`src/rtl/pipelined_adder.sv`:
```
// Streaming ripple-carry adder: WIDTH-bit operands added CHUNK bits per pipeline stage,
// valid/ready on both sides. Define ADDER_OVERFLOW_EN to add the o_Overflow output.
module pipelined_adder #(
  parameter int WIDTH = 16,
  parameter int CHUNK = 4
) (
  input  logic             i_Clk,
  input  logic             i_Rst,
  input  logic             i_Valid,
  output logic             o_Ready,
  input  logic [WIDTH-1:0] i_A,
  input  logic [WIDTH-1:0] i_B,
  input  logic             i_Cin,
  output logic             o_Valid,
  input  logic             i_Ready,
  output logic [WIDTH-1:0] o_Sum,
`ifdef ADDER_OVERFLOW_EN
  output logic             o_Overflow,
`endif
  output logic             o_Cout
);

  localparam int STAGES = WIDTH / CHUNK;
  localparam int LAST   = STAGES - 1;

  logic advance;

  // The whole pipeline moves in lockstep; bubbles are never squeezed out.
  assign advance = !o_Valid || i_Ready;
  assign o_Ready = advance;

  for (genvar k = 0; k < STAGES; k++) begin : g_stage
    localparam int IN_W  = WIDTH - k * CHUNK;  // operand bits not yet added
    localparam int SUM_W = (k + 1) * CHUNK;    // sum bits complete after this stage

    logic [IN_W-1:0]  in_a;
    logic [IN_W-1:0]  in_b;
    logic             in_vld;
    logic             in_cry;
    logic [CHUNK:0]   part;
    logic [SUM_W-1:0] sum_in;
    logic             vld_d, vld_q;
    logic             cry_d, cry_q;
    logic [SUM_W-1:0] sum_d, sum_q;

    if (k == 0) begin : g_src
      assign in_a   = i_A;
      assign in_b   = i_B;
      assign in_vld = i_Valid;
      assign in_cry = i_Cin;
      assign sum_in = part[CHUNK-1:0];
    end else begin : g_src
      assign in_a   = g_stage[k-1].g_skew.a_q;
      assign in_b   = g_stage[k-1].g_skew.b_q;
      assign in_vld = g_stage[k-1].vld_q;
      assign in_cry = g_stage[k-1].cry_q;
      assign sum_in = {part[CHUNK-1:0], g_stage[k-1].sum_q};
    end

    always_comb begin
      part  = {1'b0, in_a[CHUNK-1:0]} + {1'b0, in_b[CHUNK-1:0]} + {{CHUNK{1'b0}}, in_cry};
      // NOTE: every output of this block gets a default first, so no path leaves a latch.
      vld_d = vld_q;
      cry_d = cry_q;
      sum_d = sum_q;
      if (advance) begin
        vld_d = in_vld;
        cry_d = part[CHUNK];
        sum_d = sum_in;
      end
    end

    // NOTE: sequential state uses non-blocking assignments so every stage samples pre-edge values.
    always_ff @(posedge i_Clk or posedge i_Rst) begin
      if (i_Rst) begin
        vld_q <= 1'b0;
        cry_q <= 1'b0;
        sum_q <= '0;
      end else begin
        vld_q <= vld_d;
        cry_q <= cry_d;
        sum_q <= sum_d;
      end
    end

    // Skew registers carry the operand chunks that later stages still have to add.
    if (k < LAST) begin : g_skew
      logic [IN_W-CHUNK-1:0] a_d, a_q;
      logic [IN_W-CHUNK-1:0] b_d, b_q;

      always_comb begin
        a_d = a_q;
        b_d = b_q;
        if (advance) begin
          a_d = in_a[IN_W-1:CHUNK];
          b_d = in_b[IN_W-1:CHUNK];
        end
      end

      always_ff @(posedge i_Clk or posedge i_Rst) begin
        if (i_Rst) begin
          a_q <= '0;
          b_q <= '0;
        end else begin
          a_q <= a_d;
          b_q <= b_d;
        end
      end
    end
  end

  assign o_Valid = g_stage[LAST].vld_q;
  assign o_Sum   = g_stage[LAST].sum_q;
  assign o_Cout  = g_stage[LAST].cry_q;

`ifdef ADDER_OVERFLOW_EN
  logic msb_cin;
  logic ovf_d, ovf_q;

  always_comb begin
    // Carry into the MSB recovered from its sum bit: s = a ^ b ^ c.
    msb_cin = g_stage[LAST].part[CHUNK-1] ^ g_stage[LAST].in_a[CHUNK-1]
            ^ g_stage[LAST].in_b[CHUNK-1];
    ovf_d = ovf_q;
    if (advance) ovf_d = msb_cin ^ g_stage[LAST].part[CHUNK];
  end

  always_ff @(posedge i_Clk or posedge i_Rst) begin
    if (i_Rst) ovf_q <= 1'b0;
    else       ovf_q <= ovf_d;
  end

  assign o_Overflow = ovf_q;
`endif

endmodule

```
`config.mk`:
```
export PLATFORM = sky130hd
export DESIGN_NAME = pipelined_adder
export DESIGN_NICKNAME = d
export VERILOG_FILES = /design/src/rtl/pipelined_adder.sv
export SDC_FILE = /design/constraint.sdc
export NUM_CORES = 1
export LEC_CHECK = 0
export CAP_MARGIN = 10
export CORE_MARGIN = 2
export CORE_UTILIZATION = 45
export CTS_CLUSTER_DIAMETER = 150
export DETAILED_ROUTE_END_ITERATION = 12
export HOLD_SLACK_MARGIN = 0.1
export PLACE_DENSITY = 0.76
export SYNTH_ARGS = -nofsm -noshare
export SYNTH_HDL_FRONTEND = slang
export SYNTH_SLANG_ARGS = --single-unit
```
`constraint.sdc`:
```
create_clock -name i_Clk -period 7.1 [get_ports i_Clk]
set_clock_uncertainty 0.15 [all_clocks]
set_input_delay 0.71 -clock i_Clk [delete_from_list [all_inputs] [get_ports i_Clk]]
set_output_delay 0.71 -clock i_Clk [all_outputs]
set_load 0.02 [all_outputs]
```
run_1/clocks.png
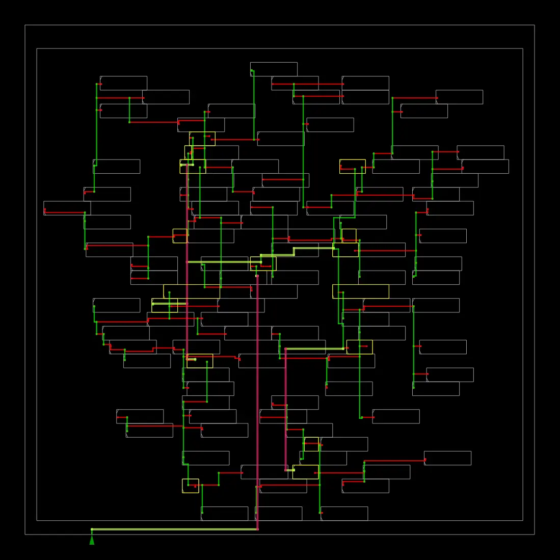
FFs & Latches: 96
clk_lat worst skew: 0.36 ns
clock sinks: 96
Clock Power: 0.000386 W

run_1/layer_met2.png
Drawn at 4 px/um. Cells faint in the background.
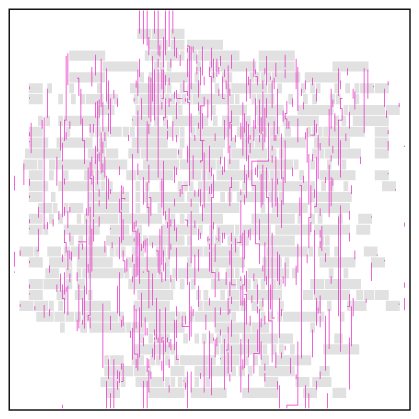
nets with wire on the layer = 391
main direction = vertical
wire length on this layer = 3020 um

run_1/detail.png
Region (65, 65) to (85, 85) um. Cells in grey, sequential cells in the stronger grey; small squares are vias.
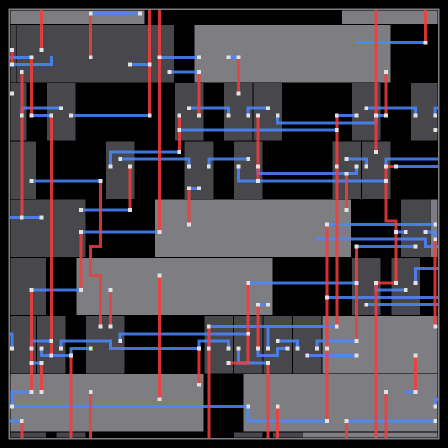
blue -> metal 1
red -> metal 2
sequential cells in the window = 6
cells with their middle in the window = 29
most frequent = nand2_1 (21), dfrtp_1 (6)
netlist names of flops here include = g_stage.sum_q (4), o_Sum (2)

run_1/io_fan.png
Drawn at 4 px/um.
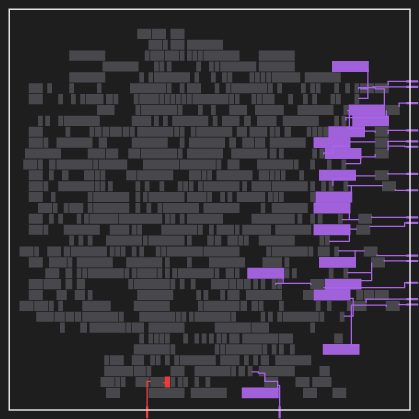
purple -> o_Sum  # bits 16, direction output, edge 15 east, 1 south, end cells 16, wire 303 um
red -> i_Valid  # bits 1, direction input, edge south, end cells 1, wire 9.30 um

==> impl_metrics.toml, run 1 <==
# yosys + openroad results
[die]
ioPinCount = 56
die_w_um = 99.81
initCoreUtil = 0.4690
core-area_um2 = 8806

[power_and_ir_drop]
irDropWorstVdd_v = 0.0001675

[final_timing]
fin_crit_sh = 0.4938
hold_viol_final = 0
max_freq_mhz = 285.2
setup_viol = 0
slew_viol_final = 0

[job]
drv_cap = 0

[placed_design]
dp_hpwl_mm = 4.446

[logic_synthesis]
edf_count = 0
ys_sh_adder = 0.07513
floorplan.nets = 504
synth.cells.most_frequent = "nand2_1 (236), dfrtp_1 (96), inv_1 (14)"
synth_seq_share = 0.5816
synth_flops = 96
top_area_frac = 0.5816
ys_sh_mux = 0

[critical_path]
slowest_delay_ns = 0.68
start_kind = "input port"
required_ns = 6.24
critPathBufInv = 4

[clocking]
cts_tree = "done"
clock-root-buffer = "clkbuf_8"
cts_setup_buffers = 0
cts_resized = 0
cts-hold-fix-buffers = 0

[grt]
grt_use_met1 = 0.2143

[route]
via_per_inst = 4.666
drt_wl_total_mm = 6.726
wl_per_cell_um = 11.06

[final_layout]
stdcell_area_um2 = 4940
fillers = 805

[hold_path]
min-delay-path-class = "register to register"

[run_status]
outcome = "finished clean"
## run 1: cells by family (layout without fill, tap and decap cells)
kind of cell	Yosys count	after routing
flops	96	96
simple gates	255	255
fa+ha+maj	20	20
compound gates	35	35
xor+xnor	5	5
buf+inv	36	89
## run 1: state kept, by name, summed over array words and instances (netlist names)
| name | flops |
|---|---|
| o_Sum | 16 |
| g_stage.cry_q | 3 |
| g_stage.g_skew.a_q | 24 |
| g_stage.sum_q | 24 |
| o_Valid | 1 |
| g_stage.g_skew.b_q | 24 |
| g_stage.vld_q | 3 |
| o_Cout | 1 |
## run 1: path summary, 6_finish.rpt
check | startpoint | endpoint | slack [ns] | depth (start not counted)
max in group asynchronous | i_Rst | g_stage[0].vld_q | 5.12 | 3
worst max-delay path | i_Ready | o_Ready | 3.59 | 5
worst max register to register | o_Valid | g_stage[1].sum_q[6] | 4.74 | 6
worst min-delay path | g_stage[1].g_skew.a_q[7] | g_stage[2].g_skew.a_q[3] | 0.32 | 2
min in group asynchronous | i_Rst | o_Sum[6] | 0.48 | 2
worst min register to register | g_stage[1].g_skew.a_q[7] | g_stage[2].g_skew.a_q[3] | 0.32 | 2
## run 1: cell type report
| type | instances | area (um2) | share of cell area |
|---|---|---|---|
| Inverter | 15 | 60.06 | 0.01216 |
| Sequential cell | 96 | 2402 | 0.4863 |
| Multi-Input combinational cell | 315 | 1550 | 0.3138 |
| Clock buffer | 10 | 127.6 | 0.02584 |
| Tap cell | 108 | 135.1 | 0.02736 |
| Timing Repair Buffer | 58 | 573.1 | 0.1160 |
| Clock inverter | 6 | 91.34 | 0.01849 |
## run 1: placed cells by master (no fill, tap or decap), drive strengths merged
master,Yosys,layout
buf,14,3
a21oi,13,13
nor2,12,12
o31ai,1,1
clkinvlp,0,3
dfrtp,96,96
bufinv,0,2
a21o,4,4
o21a,2,2
xor2,4,4
ha,12,12
fa,8,8
nor3,1,1
clkinv,0,1
nand2b,1,1
clkdlybuf4s50,0,55
nor2b,5,5
xnor2,1,1
nand2,236,236
o21ai,15,15
clkbuf,7,10
inv,15,15
## run 1: per-stage QoR
step / setup WS, ns / std cells / hold WS (ns) / utilization / total power [W]
6_report: 3.594 / 608 / 0.3189 / 0.5610 / 0.002076
5_1_grt: 3.425 / 608 / 0.3372 / 0.5610 / 0.002263
4_1_cts: 3.566 / 608 / 0.3215 / 0.5610 / 0.002107
3_5_place_dp: 3.566 / 592 / 0.3034 / 0.5361 / 0.001715
3_3_place_gp: 3.570 / 592 / 0.2919 / 0.5361 / 0.001676
2_1_floorplan: 3.735 / 447 / 0.2800 / - / 0.001478
## run 1: worst register-to-register path, cell delays in order (launching register included)
cell	delay, ns
dfrtp_1	0.35
nor2b_4	0.13
buf_4	0.68
clkinv_2	0.14
buf_4	0.44
nor2_1	0.30
a21oi_2	0.04
## run 1: power by group
group / leakage, nW / internal [W] / switching (W)
clock network: 0.0991 / 0.000200 / 0.000187
registers: 1.16 / 0.000784 / 0.000130
logic: 1.27 / 0.000344 / 0.000432
==> run 1 -> run 2 <==
==> constraint.sdc (replaced) <==
create_clock -name i_Clk -period 3.41 [get_ports i_Clk]
set_clock_uncertainty 0.15 [all_clocks]
set_input_delay 0.341 -clock i_Clk [delete_from_list [all_inputs] [get_ports i_Clk]]
set_output_delay 0.341 -clock i_Clk [all_outputs]
set_load 0.02 [all_outputs]
run_2/layer_met2.png
Drawn at 4 px/um. Cells faint in the background.
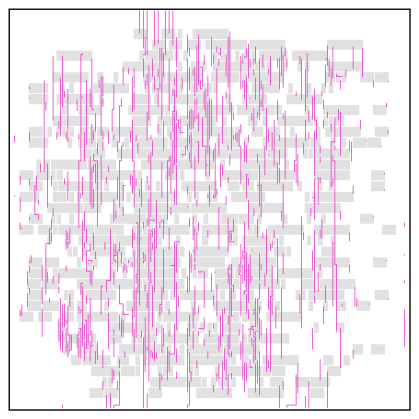
share of all routed wire = 47%
longest straight run = 27.9 um

run_2/io_fan.png
Drawn at 4 px/um.
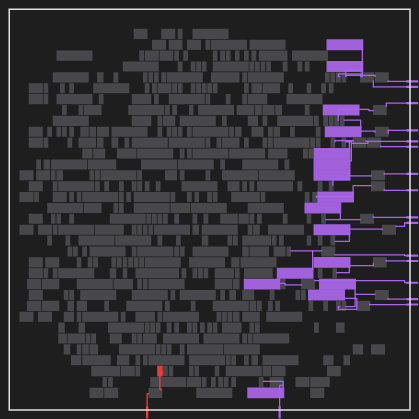
purple -> o_Sum  # bits 16, direction output, edge 15 east, 1 south, end cells 16, wire 321 um
red -> i_Valid  # bits 1, direction input, edge south, end cells 1, wire 9.40 um

==> run 2 against run 1 <==
  * Die area did not move
  * Via count rose by 1.8%
  * Area after synthesis did not move
  * Sequential share of layout area rose by 0.074 points
  * Flip-flop count did not move
  * Register-to-register slack got worse by 3.4 ns
  * Worst hold slack got worse by 0.082 ns
  * Largest cell class unchanged
==> impl_metrics.toml, run 2 <==
# yosys + openroad results
[placed_design]
dp_hpwl_mm = 4.628

[final_layout]
drive_gt1_frac = 0.05200
final_common_cell = "nand2_1"
fillers = 808
stdcell_area_um2 = 4932
most-common-layout-cells = "nand2_1 (236), dfrtp_1 (96), clkdlybuf4s50_1 (55)"
reg_top3 = "g_stage.g_skew.a_q x24, g_stage.g_skew.b_q x24, g_stage.sum_q x24"

[die]
core-area_um2 = 8806
ioPinCount = 56
die_w_um = 99.81
initCoreUtil = 0.4690

[route]
wl_per_cell_um = 11.41
via_per_inst = 4.748
drt_wl_total_mm = 6.937

[logic_synthesis]
top_area_frac = 0.5816
ys_sh_adder = 0.07513
floorplan.nets = 504
edf_count = 0
synth_area_per_cell_um2 = 9.240
synth_seq_share = 0.5816
ys_sh_mux = 0
synth_flops = 96
synthArstFlopShare = 1.000
synth.cells.most_frequent = "nand2_1 (236), dfrtp_1 (96), inv_1 (14)"

[critical_path]
r2r_setup_slack_ns = 1.30
start_kind = "register"
path_max_fanout = 2
critPathArrivalTime_ns = 2.16
required_ns = 3.46
r2r-end = "g_stage[2].cry_q"
timing.rr.start = "g_stage[1].cry_q"

[final_timing]
fin_crit_sh = 0.6187
slew_viol_final = 0
hold_viol_final = 0
setup_viol = 0
max_freq_mhz = 474.0

[power_and_ir_drop]
irDropWorstVdd_v = 0.0003122
power.total_w = 0.004265

[clocking]
clock-root-buffer = "clkbuf_8"
cts_sinks = 96
cts_resized = 0
cts_setup_buffers = 0
cts-hold-fix-buffers = 0
clock_latency_ns = 0.35

[run_status]
outcome = "finished clean"

[hold_path]
min-delay-path-class = "input port to async pin"

[job]
drv_cap = 0

[grt]
antenna_found_initial = 0
run_2/wires.png
Drawn at 6 px/um. Only two layers are drawn.
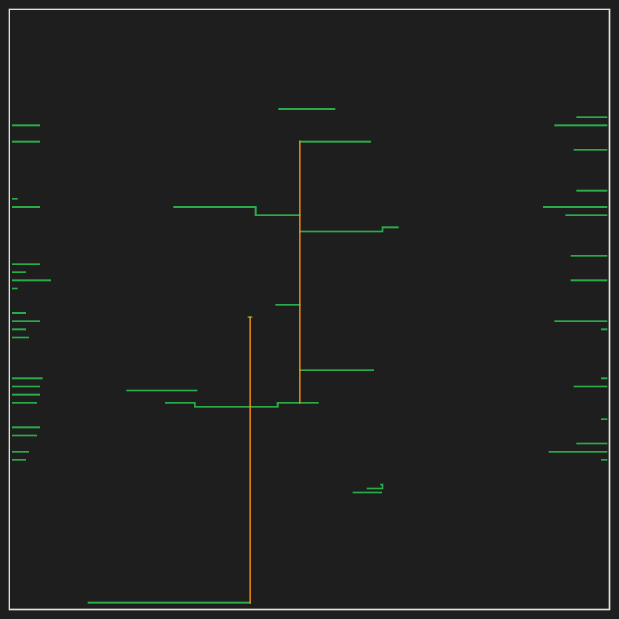
orange -> metal 4  # wire length 91.1 um
green -> metal 3  # wire length 302 um

-- run 2: cell count changes in the layout (fill, tap and decap cells not counted) --
cell        delta
bufinv_16      -1
buf_4          -1
inv_6          -1
clkbuf_8       +2
clkinvlp_4     -3
clkinv_2       +2
buf_12         +1
clkbuf_1       +1
-- run 2: how the worst max path moves through the flow --
stage	start	endpoint	slack (ns)	cells past startpoint
5_1_grt	g_stage[1].cry_q	g_stage[2].cry_q	1.20	5
6_report	g_stage[1].cry_q	g_stage[2].cry_q	1.30	5
3_5_place_dp	i_A[0]	g_stage[0].cry_q	1.05	7
3_3_place_gp	i_A[0]	g_stage[0].cry_q	1.14	7
4_1_cts	g_stage[1].cry_q	g_stage[2].cry_q	1.31	5
2_1_floorplan	i_Rst	g_stage[0].cry_q	0.41	1
-- run 2: final cells by class --
cell class	count	area [um2]	area share
clock buffer	13	158.9	0.03222
clock inverter	3	40.04	0.008118
inverter	15	60.06	0.01218
multi-input combinational	315	1550	0.3143
sequential	96	2402	0.4871
tap	108	135.1	0.02740
timing repair buffer	58	585.6	0.1187
-- run 2: kinds of logic (layout without fill, tap and decap cells) --
logic type	after synthesis	in the layout
XOR/XNOR	5	5
AND/OR/NAND/NOR	255	255
AND-OR/OR-AND	35	35
adder cells (fa/ha/maj)	20	20
flip-flops	96	96
buffers and inverters	36	89
-- run 2: stage by stage --
stage / setup WS (ns) / util / hold slack, ns / cells
2_1_floorplan: 0.4136 / - / 0.2800 / 447
3_3_place_gp: 1.145 / 0.5375 / 0.2895 / 592
3_5_place_dp: 1.046 / 0.5375 / 0.2986 / 592
4_1_cts: 1.307 / 0.5601 / 0.2501 / 608
5_1_grt: 1.200 / 0.5601 / 0.2678 / 608
6_report: 1.300 / 0.5601 / 0.2372 / 608
-- run 2: layer usage --
metal	GRT usage	vias to the layer above	share of wire
li1	-	1472	-
met1	0.2104	1351	0.48
met2	0.2599	56	0.47
met3	0.03621	8	0.043
met4	0.05374	0	0.013
met5	0	-	0
-- run 2: worst max-delay path, stage by stage, from the launching register on --
cell and delay [ns]:
dfrtp_1 0.42, fa_1 0.49, fa_1 0.43, a21o_1 0.19, a21oi_1 0.20, a21oi_2 0.08
-- run 2: power breakdown --
part | total (W) | switching (W) | leakage [nW] | internal, W
logic | 0.00162 | 0.000908 | 1.27 | 0.000714
clock network | 0.000736 | 0.000359 | 0.103 | 0.000378
registers | 0.00191 | 0.000273 | 1.16 | 0.00163
==> run 2 -> run 3 <==
==> constraint.sdc (replaced) <==
create_clock -name i_Clk -period 2.1 [get_ports i_Clk]
set_clock_uncertainty 0.15 [all_clocks]
set_input_delay 0.21 -clock i_Clk [delete_from_list [all_inputs] [get_ports i_Clk]]
set_output_delay 0.21 -clock i_Clk [all_outputs]
set_load 0.02 [all_outputs]
run_3/layer_met2.png
Drawn at 4 px/um. Cells faint in the background.
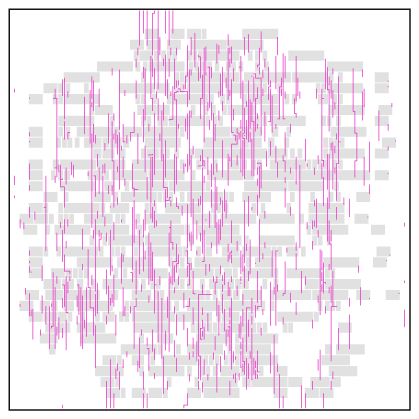
nets with wire on the layer = 393
main direction = vertical
wire length on this layer = 3120 um
share of all routed wire = 45%
longest straight run = 23.5 um

run_3/clocks.png
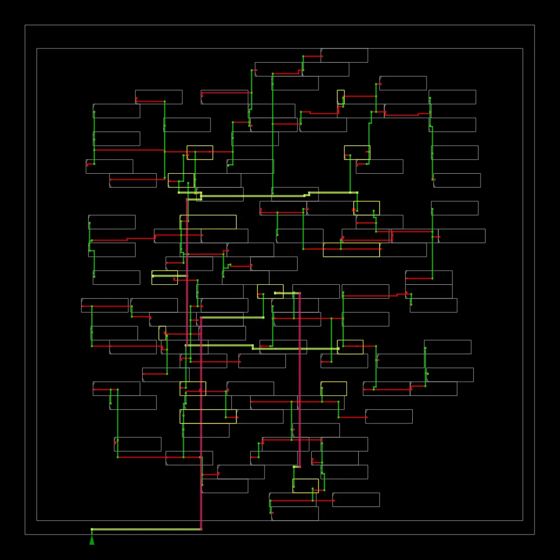
clk_lat worst skew: 0.35 ns
Clock Power: 0.00140 W

==> run 3 against run 2 <==
  * Register-to-register slack worse by 1.2 ns
  * Clock power is about 90% higher
  * Routed wire length hardly changed
  * Highest routed layer unchanged
  * First-iteration DRC count is 48% higher
  * Combinational power is 67% higher
  * Area after synthesis stayed put
  * Non-clock buffer count stayed put
  * Critical endpoint unchanged
  * Sequential power is 63% higher
==> impl_metrics.toml, run 3 <==
# yosys + openroad results
[run_status]
outcome = "finished clean"

[final_timing]
setup_viol = 0
hold_viol_final = 0
hold_ws_ns = 0.1895
worst_slack_ns = 0.1332

[die]
ioPinCount = 56
core-area_um2 = 8806
die_w_um = 99.81

[power_and_ir_drop]
irDropWorstVdd_v = 0.0004730

[critical_path]
path_depth = 5
slowest_stage = "fa_1"
required_ns = 2.18
critPathBufInv = 0
slowest_delay_ns = 0.48
crit_path_frequent_cell = "a21oi_2"
r2r_setup_slack_ns = 0.13

[logic_synthesis]
edf_count = 0
floorplan.nets = 504
synth_flops = 96

[clocking]
clock-root-buffer = "clkbuf_8"
cts-hold-fix-buffers = 0

[route]
via_per_inst = 4.725
wl_per_cell_um = 11.44

[placed_design]
place_ws_ns = -0.1550
dp_hpwl_mm = 4.547

[final_layout]
fin_util = 0.5679
final_common_cell = "nand2_1"
reg_top3 = "g_stage.g_skew.a_q x24, g_stage.g_skew.b_q x24, g_stage.sum_q x24"
drive_gt1_frac = 0.05411
fin_cells = 607

[grt]
grtUsageMet3 = 0.03273
use_met2 = 0.2365

[hold_path]
min-delay-path-class = "input port to async pin"

[job]
drv_cap = 0
run_3/detail.png
Region (65, 65) to (85, 85) um. Cells in grey, sequential cells in the stronger grey; small squares are vias.
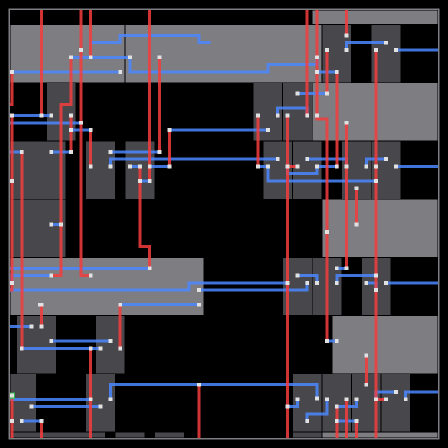
green -> metal 3
blue -> metal 1
red -> metal 2
cells with their middle in the window = 29
most frequent = nand2_1 (20), dfrtp_1 (6), o21ai_1 (2)
netlist names of flops here include = o_Sum (3), g_stage.sum_q (2)
sequential cells in the window = 6

## run 3: cell counts after synthesis
Identical to the previous run, type by type.
## run 3: worst reg2reg max path, stage by stage, from the launching register on
cell     delay (ns)
dfrtp_1        0.42
fa_1           0.48
fa_2           0.38
a21o_1         0.20
a21oi_2        0.15
a21oi_2        0.06
## run 3: power breakdown
part	switching, W	internal (W)	leakage, nW
Clock	0.000580	0.000819	0.117
Combinational	0.00150	0.00120	1.27
Sequential	0.000458	0.00265	1.16
Total	0.00254	0.00468	2.55
## run 3: logic make-up after synthesis
kind of cell / Yosys count / synth area share
DFF: 96 / 0.5816
buffers and inverters: 36 / 0.04484
adders and majority gates: 20 / 0.07513
xor gates and xnor gates: 5 / 0.01060
and+or+nand+nor: 255 / 0.2357
AOI/OAI and AO/OA: 35 / 0.05210
## run 3: worst paths after layout
| path | start | endpoint |
|---|---|---|
| setup / recovery | g_stage[1].cry_q | g_stage[2].cry_q |
| hold / removal | i_Rst | o_Sum[15] |
| setup reg to reg | g_stage[1].cry_q | g_stage[2].cry_q |
| hold reg to reg | g_stage[0].vld_q | g_stage[1].vld_q |
| max in group asynchronous | i_Rst | g_stage[0].sum_q[2] |
| min in group i_Clk | i_B[7] | g_stage[0].g_skew.b_q[3] |
## run 3: metrics by stage
| step | power [W] | cell area (um2) |
|---|---|---|
| final | 0.007213 | 5001 |
| after global routing | 0.007803 | 5001 |
| after CTS | 0.007288 | 4995 |
| after detailed placement | 0.005861 | 4760 |
| after global placement | 0.005717 | 4760 |
| after floorplan | 0.004998 | 4134 |
## run 3: routing by layer
layer / wire length (um) / share of wire
met1: 3411 / 0.49
met2: 3119 / 0.45
met3: 292 / 0.042
met4: 119 / 0.017
met5: 0 / 0
## run 3: area by class of cell
type / instances / area, um2 / area share
Clock buffer: 12 / 145.1 / 0.02902
Inverter: 15 / 61.31 / 0.01226
Clock inverter: 3 / 90.09 / 0.01801
Sequential cell: 96 / 2402 / 0.4804
Timing Repair Buffer: 58 / 610.6 / 0.1221
Tap cell: 108 / 135.1 / 0.02702
Multi-Input combinational cell: 315 / 1556 / 0.3112
Power is estimated from default activity; no workload was simulated.
